### A small window of the routed layout, run 1

Region (65, 65) to (115, 115) um. Cells in grey, sequential cells in the stronger grey; small squares are vias.
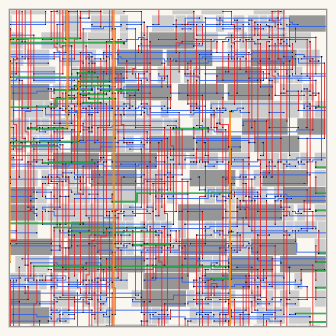
### Metal 3, run 1

Drawn at 4 px/um. Cells faint in the background.
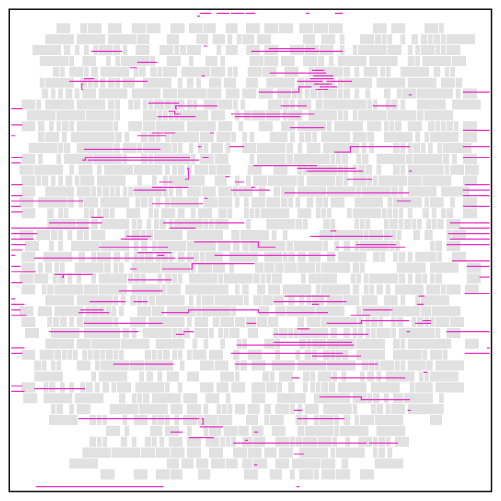
### I/O pins on the die edge, run 1

Drawn at 3 px/um. Pins as bars across the die edge, other pins in grey.
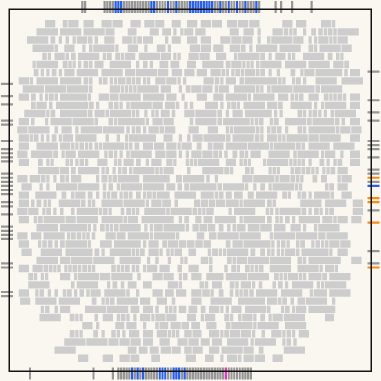
### The metal 4 layer, run 1

Drawn at 3 px/um. Supply wires on this layer in grey. Cells faint in the background.
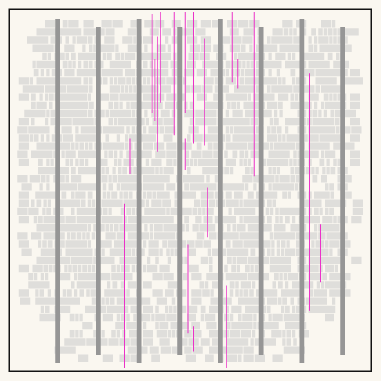
### config.mk
export PLATFORM = sky130hd
export DESIGN_NAME = wb_port_arbiter
export DESIGN_NICKNAME = d
export VERILOG_FILES = /design/src/rtl/wb_port_arbiter_pkg.sv /design/src/rtl/wb_port_arbiter_chk.sv /design/src/rtl/wb_req_fifo.sv /design/src/rtl/wb_port_arbiter.sv
export SDC_FILE = /design/constraint.sdc
export NUM_CORES = 1
export LEC_CHECK = 0
export ABC_AREA = 0
export CORE_MARGIN = 2
export CORE_UTILIZATION = 55
export DETAILED_ROUTE_END_ITERATION = 10
export GPL_TIMING_DRIVEN = 0
export PLACE_DENSITY = 0.84
export RECOVER_POWER = 25
export SETUP_SLACK_MARGIN = 0.5
export SKIP_LAST_GASP = 1
export SLEW_MARGIN = 10
export SYNTH_ARGS = -nofsm -noshare
export SYNTH_HDL_FRONTEND = slang
export SYNTH_SLANG_ARGS = --single-unit
export TNS_END_PERCENT = 1
### constraint.sdc
create_clock -name clk_i -period 4.7 [get_ports clk_i]
set_clock_uncertainty 0.05 [all_clocks]
set_input_delay 1.175 -clock clk_i [delete_from_list [all_inputs] [get_ports clk_i]]
set_output_delay 1.175 -clock clk_i [all_outputs]
set_load 0.03 [all_outputs]
### src/rtl/wb_port_arbiter_pkg.sv
// Shared types for the register-file write-port arbiter: the write request
// record, the source encoding and the round-robin pick helper.
package wb_port_arbiter_pkg;

    localparam int unsigned WB_RD_W   = 5;
    localparam int unsigned WB_DATA_W = 32;

    typedef struct packed {
        logic                 fpr;
        logic [WB_RD_W-1:0]   rd;
        logic [WB_DATA_W-1:0] data;
    } wb_req_t;

    localparam int unsigned WB_REQ_W = $bits(wb_req_t);

    typedef enum logic [1:0] {
        PIPE = 2'd0,
        VPU  = 2'd1,
        LL   = 2'd2
    } WB_SRC_t;

    // A lone non-empty queue wins outright; the pointer only breaks ties.
    // PIPE is returned when both are empty and must be gated by the caller.
    function automatic WB_SRC_t rr_pick(input logic vpu_ne, input logic ll_ne,
                                        input WB_SRC_t pref);
        if (vpu_ne && ll_ne) begin
            return pref;
        end else if (vpu_ne) begin
            return VPU;
        end else if (ll_ne) begin
            return LL;
        end else begin
            return PIPE;
        end
    endfunction

endpackage

### src/rtl/wb_port_arbiter_chk.sv
// Flags a pipeline write that targets a register still waiting in either
// secondary queue; the issue scoreboard is expected to prevent this.
module wb_port_arbiter_chk
    import wb_port_arbiter_pkg::*;
#(
    parameter int unsigned QDEPTH = 2
) (
    input  logic                 clk_i,
    input  logic                 rst_i,
    input  logic                 pipe_valid,
    input  logic                 pipe_fpr,
    input  logic [WB_RD_W-1:0]   pipe_rd,
    input  wb_req_t [QDEPTH-1:0] vpu_slots,
    input  logic    [QDEPTH-1:0] vpu_slot_vld,
    input  wb_req_t [QDEPTH-1:0] ll_slots,
    input  logic    [QDEPTH-1:0] ll_slot_vld
);

    logic hazard_s;

    // Match the pipeline target against every live queued destination
    always_comb begin
        hazard_s = 1'b0;
        for (int unsigned i = 0; i < QDEPTH; i++) begin
            hazard_s = hazard_s
                     | (vpu_slot_vld[i] & (vpu_slots[i].fpr == pipe_fpr) & (vpu_slots[i].rd == pipe_rd))
                     | (ll_slot_vld[i]  & (ll_slots[i].fpr  == pipe_fpr) & (ll_slots[i].rd  == pipe_rd));
        end
    end

    a_no_pipe_queue_hazard: assert property (@(posedge clk_i) disable iff (rst_i)
        !(pipe_valid && hazard_s));

endmodule

### src/rtl/wb_req_fifo.sv
// Small circular FIFO of write requests; full/empty come only from registered
// occupancy so ready never depends combinationally on the producer's valid.
module wb_req_fifo
    import wb_port_arbiter_pkg::*;
#(
    parameter int unsigned QDEPTH = 2,
    parameter int unsigned PTR_W  = $clog2(QDEPTH)
) (
    input  logic                   clk_i,
    input  logic                   rst_i,
    input  logic                   push,
    input  wb_req_t                push_req,
    input  logic                   pop,
    output logic                   full,
    output logic                   empty,
    output wb_req_t                head,
    output wb_req_t [QDEPTH-1:0]   slots,
    output logic    [QDEPTH-1:0]   slot_vld
);

    localparam logic [PTR_W:0]   FULL_CNT = (PTR_W+1)'(QDEPTH);
    localparam logic [PTR_W:0]   CNT_ONE  = (PTR_W+1)'(1);
    localparam logic [PTR_W-1:0] PTR_ONE  = PTR_W'(1);

    wb_req_t [QDEPTH-1:0] mem_r;
    logic    [PTR_W-1:0]  wr_ptr_r;
    logic    [PTR_W-1:0]  rd_ptr_r;
    logic    [PTR_W:0]    count_r;
    logic                 push_s;
    logic                 pop_s;

    assign full   = (count_r == FULL_CNT);
    assign empty  = (count_r == {(PTR_W+1){1'b0}});
    assign push_s = push & ~full;
    assign pop_s  = pop & ~empty;
    assign head   = mem_r[rd_ptr_r];
    assign slots  = mem_r;

    // Storage, pointers and occupancy update
    always_ff @(posedge clk_i) begin
        if (rst_i) begin
            mem_r    <= {(QDEPTH*WB_REQ_W){1'b0}};
            wr_ptr_r <= {PTR_W{1'b0}};
            rd_ptr_r <= {PTR_W{1'b0}};
            count_r  <= {(PTR_W+1){1'b0}};
        end else begin
            if (push_s) begin
                mem_r[wr_ptr_r] <= push_req;
                wr_ptr_r        <= wr_ptr_r + PTR_ONE;
            end
            if (pop_s) begin
                rd_ptr_r <= rd_ptr_r + PTR_ONE;
            end
            case ({push_s, pop_s})
                2'b10:   count_r <= count_r + CNT_ONE;
                2'b01:   count_r <= count_r - CNT_ONE;
                default: count_r <= count_r;
            endcase
        end
    end

    // A slot is live when its distance from the read pointer is below occupancy
    always_comb begin
        slot_vld = {QDEPTH{1'b0}};
        for (int unsigned i = 0; i < QDEPTH; i++) begin
            slot_vld[i] = ({1'b0, PTR_W'(i) - rd_ptr_r} < count_r);
        end
    end

endmodule

### src/rtl/wb_port_arbiter.sv
// Shares the register-file write port between the pipeline writeback and two
// buffered secondary sources (VPU scalar results, long-latency unit).
module wb_port_arbiter
    import wb_port_arbiter_pkg::*;
#(
    parameter int unsigned QDEPTH       = 2,
    parameter int unsigned STARVE_LIMIT = 8,
    parameter int unsigned PTR_W        = $clog2(QDEPTH)
) (
    input  logic        clk_i,
    input  logic        rst_i,
    input  logic        pipe_valid_i,
    input  logic        pipe_fpr_i,
    input  logic [4:0]  pipe_rd_i,
    input  logic [31:0] pipe_data_i,
    input  logic        vpu_valid_i,
    output logic        vpu_ready_o,
    input  logic        vpu_fpr_i,
    input  logic [4:0]  vpu_rd_i,
    input  logic [31:0] vpu_data_i,
    input  logic        ll_valid_i,
    output logic        ll_ready_o,
    input  logic        ll_fpr_i,
    input  logic [4:0]  ll_rd_i,
    input  logic [31:0] ll_data_i,
    output logic        stall_o,
    output logic        rd_web_o,
    output logic        frd_web_o,
    output logic [4:0]  rd_o,
    output logic [31:0] data_o,
    output logic        ll_pending_o
);

    localparam int unsigned     CNT_W      = $clog2(STARVE_LIMIT + 1);
    localparam logic [CNT_W-1:0] STARVE_MAX = CNT_W'(STARVE_LIMIT);
    localparam logic [CNT_W-1:0] CNT_ONE    = CNT_W'(1);

    wb_req_t                vpu_push_req_s;
    wb_req_t                ll_push_req_s;
    wb_req_t                vpu_head_s;
    wb_req_t                ll_head_s;
    wb_req_t                head_sel_s;
    wb_req_t                sel_req_s;
    wb_req_t [QDEPTH-1:0]   vpu_slots_s;
    wb_req_t [QDEPTH-1:0]   ll_slots_s;
    logic    [QDEPTH-1:0]   vpu_slot_vld_s;
    logic    [QDEPTH-1:0]   ll_slot_vld_s;
    logic                   vpu_full_s;
    logic                   vpu_empty_s;
    logic                   ll_full_s;
    logic                   ll_empty_s;
    logic                   vpu_push_s;
    logic                   ll_push_s;
    logic                   vpu_pop_s;
    logic                   ll_pop_s;
    logic                   any_q_s;
    logic                   pop_s;
    logic                   sel_valid_s;
    logic                   stall_s;
    WB_SRC_t                winner_s;
    WB_SRC_t                rr_r;
    logic    [CNT_W-1:0]    starve_cnt_r;

    assign vpu_push_req_s = '{fpr: vpu_fpr_i, rd: vpu_rd_i, data: vpu_data_i};
    assign ll_push_req_s  = '{fpr: ll_fpr_i,  rd: ll_rd_i,  data: ll_data_i};
    assign vpu_ready_o    = ~vpu_full_s;
    assign ll_ready_o     = ~ll_full_s;
    assign vpu_push_s     = vpu_valid_i & vpu_ready_o;
    assign ll_push_s      = ll_valid_i & ll_ready_o;

    wb_req_fifo #(.QDEPTH(QDEPTH), .PTR_W(PTR_W)) u_vpu_q (
        .clk_i    (clk_i),
        .rst_i    (rst_i),
        .push     (vpu_push_s),
        .push_req (vpu_push_req_s),
        .pop      (vpu_pop_s),
        .full     (vpu_full_s),
        .empty    (vpu_empty_s),
        .head     (vpu_head_s),
        .slots    (vpu_slots_s),
        .slot_vld (vpu_slot_vld_s)
    );

    wb_req_fifo #(.QDEPTH(QDEPTH), .PTR_W(PTR_W)) u_ll_q (
        .clk_i    (clk_i),
        .rst_i    (rst_i),
        .push     (ll_push_s),
        .push_req (ll_push_req_s),
        .pop      (ll_pop_s),
        .full     (ll_full_s),
        .empty    (ll_empty_s),
        .head     (ll_head_s),
        .slots    (ll_slots_s),
        .slot_vld (ll_slot_vld_s)
    );

    assign any_q_s    = ~vpu_empty_s | ~ll_empty_s;
    assign winner_s   = rr_pick(~vpu_empty_s, ~ll_empty_s, rr_r);
    assign head_sel_s = (winner_s == LL) ? ll_head_s : vpu_head_s;
    // Stall depends only on registered state, never on the pipe inputs
    assign stall_s    = (starve_cnt_r == STARVE_MAX) & any_q_s;

    // Port selection: forced drain, then pipeline, then opportunistic drain
    always_comb begin
        sel_valid_s = 1'b0;
        pop_s       = 1'b0;
        sel_req_s   = {WB_REQ_W{1'b0}};
        if (stall_s) begin
            sel_valid_s = 1'b1;
            pop_s       = 1'b1;
            sel_req_s   = head_sel_s;
        end else if (pipe_valid_i) begin
            sel_valid_s = 1'b1;
            sel_req_s   = '{fpr: pipe_fpr_i, rd: pipe_rd_i, data: pipe_data_i};
        end else if (any_q_s) begin
            sel_valid_s = 1'b1;
            pop_s       = 1'b1;
            sel_req_s   = head_sel_s;
        end else begin
            sel_valid_s = 1'b0;
        end
    end

    assign vpu_pop_s    = pop_s & (winner_s == VPU);
    assign ll_pop_s     = pop_s & (winner_s == LL);

    assign stall_o      = stall_s;
    assign rd_web_o     = sel_valid_s & ~sel_req_s.fpr & (sel_req_s.rd != 5'd0);
    assign frd_web_o    = sel_valid_s & sel_req_s.fpr;
    assign rd_o         = sel_req_s.rd;
    assign data_o       = sel_req_s.data;
    assign ll_pending_o = any_q_s;

    // Round-robin pointer hands priority to the other queue after each pop
    always_ff @(posedge clk_i) begin
        if (rst_i) begin
            rr_r <= VPU;
        end else if (vpu_pop_s) begin
            rr_r <= LL;
        end else if (ll_pop_s) begin
            rr_r <= VPU;
        end else begin
            rr_r <= rr_r;
        end
    end

    // Starvation counter: cycles a waiting entry lost the port to the pipeline
    always_ff @(posedge clk_i) begin
        if (rst_i) begin
            starve_cnt_r <= {CNT_W{1'b0}};
        end else if (pop_s || !any_q_s) begin
            starve_cnt_r <= {CNT_W{1'b0}};
        end else if (pipe_valid_i && (starve_cnt_r != STARVE_MAX)) begin
            starve_cnt_r <= starve_cnt_r + CNT_ONE;
        end else begin
            starve_cnt_r <= starve_cnt_r;
        end
    end

    wb_port_arbiter_chk #(.QDEPTH(QDEPTH)) u_chk (
        .clk_i        (clk_i),
        .rst_i        (rst_i),
        .pipe_valid   (pipe_valid_i),
        .pipe_fpr     (pipe_fpr_i),
        .pipe_rd      (pipe_rd_i),
        .vpu_slots    (vpu_slots_s),
        .vpu_slot_vld (vpu_slot_vld_s),
        .ll_slots     (ll_slots_s),
        .ll_slot_vld  (ll_slot_vld_s)
    );

endmodule

==> notes.md, run 1 <==
This note records the results obtained with Yosys and OpenROAD.

Timing
Setup repair after global routing could not meet its margin everywhere. The worst-case setup margin in the final layout is 497 ps. The final hold violation count is 0. The last timing report of the flow puts the setup violation total at 0. The most critical hold endpoint after final layout shows a slack of approximately 400 ps. Max-slew check failures listed in the final report amount to 0. The slew of the pin with the lowest slew margin is ~800 ps.

Power and ir drop
The clock network power consumption is 0.00144 W. After layout, the design draws a total of 0.00525 W. Combinational cells account for between 40 and 50% of the total power.

Power attributed to combinational cells is 0.00212 W. Power attributed to sequential cells is 0.00168 W. The switching power total is 0.00201 W. The power density over the cells is 534 nW/um^2.

The analysis reports a worst IR drop on VDD of ~360 uV. The total internal power is 0.00324 W. Sequential cells account for 32.1% of the total power.

The largest power group is combinational cells.

Setup path
The most used cell along the critical path is sky130_fd_sc_hd__dlygate4sd2_1. The worst path arrival time is ~3000 ps. The critical path endpoint has a required time of around 3500 ps.

Looking at the critical path, the single cell with the biggest stage delay is sky130_fd_sc_hd__or4_1. STA shows the worst reg2reg path with a cell count of 9. The worst-case register-to-register setup slack is roughly 2400 ps. Traced cell by cell, the critical path runs through dlygate4sd2_1 -> a21o_1 -> a211oi_1 -> or4_1 -> o31a_1 -> dlygate4sd2_1. The category of cells accounting for the largest share of critical-path delay is buffers and inverters. The critical path runs through a total of 6 cells. The capturing element of the worst setup path is rd_web_o. Per the timing report, the most critical flop-to-flop path originates at starve_cnt_r[0]. The capture point of the worst register-to-register path is recorded as u_vpu_q.count_r[1]. Among all stages on the critical path, the maximum delay recorded is about 540 ps. The sort of element at the start of the critical path is an input pin.

Synth
The synthesized netlist devotes 0.944% of its cell area to XOR and XNOR gates. Of all cell types, the one taking the most synthesized area is sky130_fd_sc_hd__dfxtp_1. The Yosys step of the flow raised 0 warnings.

Per the synthesis report, the number of distinct cell types is 36. The number of nets in the synthesized netlist is 1082. Looking at the gate-level netlist, the highest instance count belongs to sky130_fd_sc_hd__nand2_1.

The synthesized netlist devotes 0.674% of its cell area to adder and majority cells. Ranked by instance count, the synthesized netlist is headed by 380 x sky130_fd_sc_hd__nand2_1, 166 x sky130_fd_sc_hd__dfxtp_1, 160 x sky130_fd_sc_hd__a21oi_1. The synthesized netlist cell count is 959. The chip area in the Yosys report is about 7400 sq um. The cell area after synthesis is 7420 sq um. The proportion of synthesized area in mux cells is 10.4%.

The most used flip-flop cell after synthesis is sky130_fd_sc_hd__dfxtp_1. After synthesis, the largest area contributor takes up 44.8% of total cell area. The post-synthesis cell count from yosys is 959. Synthesis inferred around 170 register bits.

For reference, the top cells by area after synthesis are sky130_fd_sc_hd__dfxtp_1 45%, sky130_fd_sc_hd__nand2_1 19%, sky130_fd_sc_hd__a21oi_1 11%. Per the post-synthesis stats, the area per cell is between 7 and 8 sq um. In this run, synthesis inferred 0 flip-flops with an integrated enable.

Die
The floorplan die area is 14400 sq um. In this run the standard cell core region covers 13200 sq um. According to the floorplan report, the die height is 120 um.

between 150 and 200 I/O pins were placed. The floorplan step records an initial core utilization of 56.3%. The horizontal die dimension is 120 um.

CTS
The clock latency reported for the late side of the worst-skew pair is 430 ps. The number of buffers inserted by post-CTS setup repair is 0. The quantity of gates resized following cts is 38.

Clock tree synthesis found a total of about 170 sinks. The maximum clock insertion buffer count is 2. TritonCTS built the clock tree. Per the CTS log, the root buffer master is sky130_fd_sc_hd__clkbuf_16.

Final layout
The antenna diode count is 0. The top cell types in the final layout, fill and taps aside, are 380 x sky130_fd_sc_hd__nand2_1, 166 x sky130_fd_sc_hd__dfxtp_1, 159 x sky130_fd_sc_hd__a21oi_1, 125 x sky130_fd_sc_hd__clkdlybuf4s50_1, 72 x sky130_fd_sc_hd__mux2i_1. The share of the core filled with cells in the final layout is roughly three quarters. Summing all non-filler instances in the final layout gives an area of 9830 sq um.

The final report lists a non-filler cell total of 1326.

Route
The final wirelength is 22.8 mm. The number of iterations in the first detailed-routing pass is 6. The violation count after the first detailed-routing iteration is 637. In this run the remaining antenna-violating nets after routing total 0. The highest layer used for signal routing is met4.

GRT
Total global-route track usage over all layers is 31.1%. The most congested layer reported by global routing is met2. The met2 track utilization from global routing is 50.4%.

The number of global-route vias before repair is 6816. For this run, global-route usage on met3 was measured as a little over 6%. Entering global routing, the biggest net connects 17 pins.

Routing resource usage on met1 recorded by global route was 41.1%. Summed over all layers, the global routing overflow is 0. The number of antenna violations at the first check in global routing was 0.

Min path
The number of cells on the worst hold path is listed as 2. The kind of path behind the tightest hold check is reg -> reg. The path with the worst hold slack has its endpoint at u_ll_q.slots[23].

Place
The number of cells after detailed placement is about 1300. OpenSTA, run right after detailed placement, puts the worst setup slack at -190 ps. The cell area reported after detailed placement is 9250 sq um. The post-detailed-placement half-perimeter wirelength is 16.4 mm.

Run status
The run finished with clean final reports.

Flow run
Across the run, the number of max-cap violations was 0. The logs give a warning total of 29.
## Picture notes: 'A small window of the routed layout'
| layer | colour |
|---|---|
| met2 | red |
| met3 | green |
| met4 | orange |
| met1 | blue |
netlist names of flops here include: u_ll_q.slots (41), u_ll_q.wr_ptr_r (1)
sequential cells in the window: 42
most frequent: nand2_1 (90), dfxtp_1 (42), a21oi_1 (41)
cells with their middle in the window: 241

## Picture notes: 'Metal 3'
main direction: horizontal
share of all routed wire: 6.8%
wire length on this layer: 1540 um

## Picture notes: 'I/O pins on the die edge'
| port | colour | pins | direction | edge |
|---|---|---|---|---|
| ll_rd_i | orange | 5 | input | east |
| pipe_data_i | blue | 32 | input | 21 north, 10 south, 1 east |
| stall_o | magenta | 1 | output | south |
all pins by edge: 63 north, 52 south, 27 west, 20 east

## Picture notes: 'The metal 4 layer'
share of all routed wire: 2.7%
longest straight run: 78.9 um

-- run 1: worst register-to-register path, stage by stage, from the launching register on --
cell                       delay [ps]
sky130_fd_sc_hd__dfxtp_1          370
sky130_fd_sc_hd__inv_1             60
sky130_fd_sc_hd__ha_1             200
sky130_fd_sc_hd__nand3b_1         280
sky130_fd_sc_hd__nand2_1          140
sky130_fd_sc_hd__o211ai_1         220
sky130_fd_sc_hd__inv_1             90
sky130_fd_sc_hd__ha_1             350
sky130_fd_sc_hd__or3_1            380
sky130_fd_sc_hd__a21oi_1          140
-- run 1: cell type report --
type	instances	area [sq um]
clock inverters	14	183
plain buffers	73	302
fillers	1005	3360
inverters	6	22.5
flip-flops and latches	166	3320
well taps	176	220
multi-input cells	714	3790
clock buffers	17	425
repair buffers	160	1560
==> inputs of run 2 (changes only) <==
--- a/config.mk
+++ b/config.mk
@@ -13,7 +13,6 @@
 export PLACE_DENSITY = 0.84
 export RECOVER_POWER = 25
 export SETUP_SLACK_MARGIN = 0.5
-export SKIP_LAST_GASP = 1
 export SLEW_MARGIN = 10
 export SYNTH_ARGS = -nofsm -noshare
 export SYNTH_HDL_FRONTEND = slang
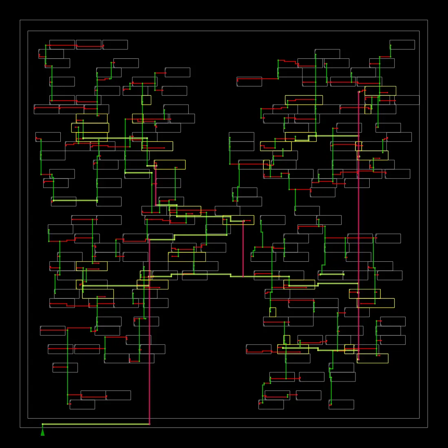
*The clock network, run 2*
clock latency on the worst-skew pair: 430 ps
clkbuf count: 17
power dissipated in the clock network: 0.00144 W
clock buffers created by TritonCTS: 17
number of clock sinks: 166

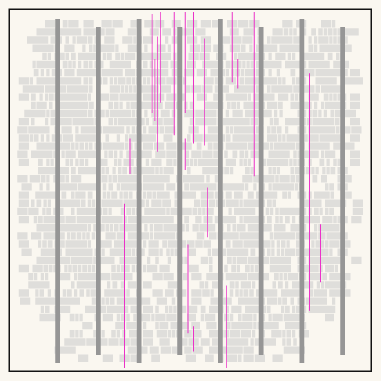
*The metal 4 layer, run 2*
Drawn at 3 px/um. Supply wires on this layer in grey. Cells faint in the background.
nets with wire on the layer: 18
main direction: vertical
longest straight run: 78.9 um

==> notes.md, run 2 <==
This note records the results obtained with Yosys and OpenROAD.

Synth
Cell types with the highest counts after synthesis: 380 x sky130_fd_sc_hd__nand2_1, 166 x sky130_fd_sc_hd__dfxtp_1, 160 x sky130_fd_sc_hd__a21oi_1 (unchanged). The post-synthesis area per instance is 7.74 sq um (unchanged). The post-synthesis cell count from yosys is 959 (unchanged). The share of the synthesized netlist area taken by xor and xnor gates is 0.944% (unchanged). The number of warnings reported in the yosys synthesis log is 0 (unchanged).

The cell area after synthesis is 7420 sq um (unchanged). The number of unique standard cell types used by synthesis came to 36 (unchanged). The proportion of netlist area held by the largest area contributor was 44.8% (unchanged). The synthesized netlist cell count is 959 (unchanged).

The chip area in the Yosys report came to 7420 sq um (unchanged). The cell accounting for the most synthesized area is sky130_fd_sc_hd__dfxtp_1 (unchanged). The number of storage elements in the synthesis netlist was 166 (unchanged).

Final layout
The share of cell area taken by flip-flops and latches is 33.8% (unchanged). The total number of sequential cells was 166 (unchanged). The count of plain and timing-repair buffers is 233 (unchanged).

The share of the core filled with cells in the final layout is 74.6% (unchanged). The area occupied by registers is 3320 sq um (unchanged). The total of fill cells in the finished design is 1005 (unchanged).

The logic area came to 3790 sq um (unchanged). The fraction of area in non-clock buffers is 19.0% (unchanged). The combinational share of cell area is 38.6% (unchanged).

The inverter count of the layout excluding clock inverters came to 6 (unchanged). The number of logic gates is 714 (unchanged). The cell class ranked first by area was combinational gates (unchanged). The post-route standard cell area excluding fillers is 9830 sq um (unchanged).

Most numerous logic cells after layout: 380 x sky130_fd_sc_hd__nand2_1, 166 x sky130_fd_sc_hd__dfxtp_1, 159 x sky130_fd_sc_hd__a21oi_1, 125 x sky130_fd_sc_hd__clkdlybuf4s50_1, 72 x sky130_fd_sc_hd__mux2i_1 (unchanged). The clock network area share is 6.18% (unchanged).

Setup path
The capture instance of the worst register-to-register path is u_vpu_q.count_r[1] (unchanged). The worst-case register-to-register setup slack is 2360 ps (about the same). The critical path depth in cells is 6 (unchanged). The beginning of the worst register-to-register path is starve_cnt_r[0] (unchanged).

Critical Path, Cell by Cell: dlygate4sd2_1 -> a21o_1 -> a211oi_1 -> or4_1 -> o31a_1 -> dlygate4sd2_1 (unchanged). The biggest cell delay along the critical path is 540 ps (about the same). The capturing element of the worst setup path is rd_web_o (unchanged). The category of cells accounting for the largest share of critical-path delay is buffers and inverters (unchanged). The data required time of the worst path came to 3470 ps (about the same).

The worst path arrival time came to 2980 ps (about the same).

Route
The violation count after the first detailed-routing iteration is 637 (unchanged). The tally of nets with antenna violations remaining after routing is 0 (unchanged). The final wirelength is 22.8 mm (unchanged).

The highest layer used for signal routing was met4 (unchanged).

Power and ir drop
The switching power total is 0.00201 W (unchanged). The combinational group share of total power is 40.4% (about the same). The fraction of power consumed by sequential logic was 32.1% (about the same). The total internal power is 0.00324 W (unchanged).

The power density over the cells was 534 nW/um^2 (unchanged). The largest power group is combinational cells (unchanged). The power attributed to combinational cells is 0.00212 W (about the same). The highest ir drop seen on vdd is 355 uV (unchanged).

Place
The number of cells after detailed placement is 1295 (unchanged). The cell area reported after detailed placement is 9250 sq um (unchanged).

Die
The core region area is 13200 sq um (unchanged). The number of tap instances was 176 (unchanged). The number of top-level design ports is 162 (unchanged). The vertical die dimension is 120 um (unchanged). The floorplan die area is 14400 sq um (unchanged).

The horizontal die dimension is 120 um (unchanged).

Timing
The worst hold slack across all endpoints is 404 ps (unchanged). The number of setup violations in the final report is 0 (unchanged). RSZ-0062 raised after global routing: true (unchanged). The number of pins with negative max-slew slack in the final report is 0 (unchanged).

Flow run
The reported max-cap violation count is 0 (unchanged). The number of warnings the tools reported is 29 (unchanged).

Min path
The kind of path behind the tightest hold check is reg -> reg (unchanged).

GRT
The met2 track utilization from global routing is 50.4% (unchanged). The number of antenna violations at the first check in global routing is 0 (unchanged). The largest net degree at the start of global routing is 17 (unchanged). The number of global-route vias before repair is 6816 (unchanged). The met1 layer usage reported by global route came to 41.1% (unchanged).

CTS
The clock root buffer is sky130_fd_sc_hd__clkbuf_16 (unchanged). The maximum clock insertion buffer count is 2 (unchanged).

Run status
Status: complete, no violations (unchanged).
-- run 2: through the flow --
| stage | worst slack, ps | setup TNS [ps] |
|---|---|---|
| CTS | 480 | 0 |
| detailed placement | -190 | -4240 |
| global placement | -191 | -4230 |
| finish | 497 | 0 |
| global route | 460 | 0 |
| floorplan | 1120 | 0 |
-- run 2: worst min path at each step --
stage,endpoint,slack (ps),depth (start not counted)
floorplan,starve_cnt_r[0],380,1
global placement,u_vpu_q.slots[75],390,2
detailed placement,u_ll_q.slots[23],400,2
CTS,u_ll_q.slots[23],400,2
global route,u_ll_q.slots[40],420,2
finish,u_ll_q.slots[23],400,2
-- run 2: repair_timing --
| action | CTS | global route |
|---|---|---|
| setup endpoints to repair | 39 | 5 |
| gates resized | 38 | 4 |
| pin swaps | 0 | 0 |
| setup buffers | 0 | 0 |
No activity file was given, so power comes from the tool's default toggle rates.
